==> config.mk <==
export PLATFORM = sky130hd
export DESIGN_NAME = tempsens_avg
export DESIGN_NICKNAME = d
export VERILOG_FILES = /design/src/rtl/tempsens_avg.sv
export SDC_FILE = /design/constraint.sdc
export NUM_CORES = 1
export LEC_CHECK = 0
export CORE_AREA = 2 2 114 160
export DETAILED_ROUTE_END_ITERATION = 8
export DIE_AREA = 0 0 116 162
export GPL_ROUTABILITY_DRIVEN = 0
export SKIP_LAST_GASP = 1
export SYNTH_ARGS = -nofsm -noshare
export SYNTH_HDL_FRONTEND = slang
export SYNTH_SLANG_ARGS = --single-unit
==> constraint.sdc <==
create_clock -name clk -period 3.8 [get_ports clk]
set_clock_uncertainty 0.2 [all_clocks]
set_input_delay 0.57 -clock clk [delete_from_list [all_inputs] [get_ports clk]]
set_output_delay 0.57 -clock clk [all_outputs]
set_load 0.01 [all_outputs]
==> images/metal_stack.png <==
(2 px per um)
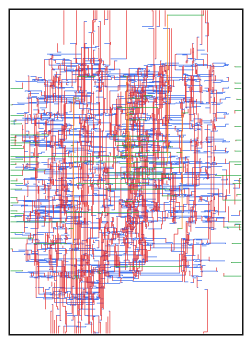
[met1] blue | wire length: 7030 um
[met4] orange | wire length: 304 um
[met3] green | wire length: 867 um
[met2] red | wire length: 8180 um
Global Route Usage Sum: 18.0%
DR vias: 5556
DR WL/cell: 15.3 um
WL final: 16.4 mm

==> images/pdn.png <==
(2 px per um) Pins as bars on the die edge. Tap cells in grey.
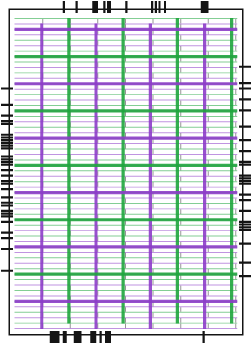
[VSS] purple
[VDD] green
met5 straps: 11
rows: 57
DIE HEIGHT: 162 um
maximum vdd ir drop: 0.176 mV
die width: 116 um

==> flow_metrics.tcl <==
# place-and-route summary
set metrics [dict create \
    postSynthSeqShare_pct 30.1 \
    end_kind "flop" \
    drtAntennaViolNets 0 \
    critical_path_peak_fanout 3 \
    p_int_mw 1.77 \
    core-area_um2 17300 \
    status "finished, final reports clean" \
    cp_num_cells 11 \
    initial_core_util_pct 34.7 \
    slew_headroom_pct 33.5 \
    post_dp_cell_area_um2 7200 \
    nFillCells 1797 \
    layout_top_cells "90 x dfxtp_1, 89 x clkdlybuf4s50_1, 87 x nor2_1" \
    hold_viol_final 0 \
    switching_share_pct 31.6 \
    p_per_area_nw_per_um2 348 \
    warnings 28 \
    p_switching_mw 0.821 \
    final_cells 1071 \
    setup_viol 0 \
]
metal layers:
layer,up-vias,global-route usage (%),part of all wire (%)
met4,0,6.22,1.9
met1,2561,22.0,43
met3,17,2.72,5.3
met2,134,31.8,50
met5,-,0,0
li1,2844,-,-
final cells by class:
cell class / instances / area, um2 / share of cell area, %
Inverter: 53 / 199 / 2.67
Multi-Input combinational cell: 563 / 3800 / 50.9
Clock buffer: 13 / 250 / 3.35
Tap cell: 236 / 295 / 3.96
Sequential cell: 90 / 1800 / 24.1
Timing Repair Buffer: 114 / 1100 / 14.8
Clock inverter: 2 / 13.8 / 0.184
cell families after synthesis:
family / share of synthesized area [%]
AND/OR/NAND/NOR: 20.5
buffers and inverters: 6.40
XOR/XNOR: 5.12
multiplexers: 3.70
adder cells (fa/ha/maj): 13.7
AND-OR/OR-AND: 20.5
flip-flops: 30.1
per-stage QoR:
stage / hold WS, ps / power (mW) / utilization, % / setup WS [ps]
after floorplan: 270 / 1.55 / - / 1100
after global placement: 275 / 1.79 / 41.7 / 331
after detailed placement: 280 / 1.79 / 41.7 / 303
after CTS: 288 / 2.62 / 43.3 / 654
after global routing: 306 / 2.75 / 43.3 / 520
final: 282 / 2.59 / 43.3 / 670
power by group through the flow:
stage	clock, mW	combinational, mW	sequential [mW]
floorplan	0	0.478	1.07
global placement	0	0.713	1.08
detailed placement	0	0.717	1.08
CTS	0.846	0.720	1.06
global route	0.879	0.803	1.07
finish	0.821	0.718	1.06
worst register-to-register path: cells and delay by family (launching register included):
| family | cells | cell delay [ps] |
|---|---|---|
| fa+ha+maj | 2 | 580 |
| flops | 1 | 330 |
| simple gates | 2 | 530 |
| compound gates | 5 | 970 |
| buf+inv | 1 | 60 |
Power is estimated from default activity; no workload was simulated.
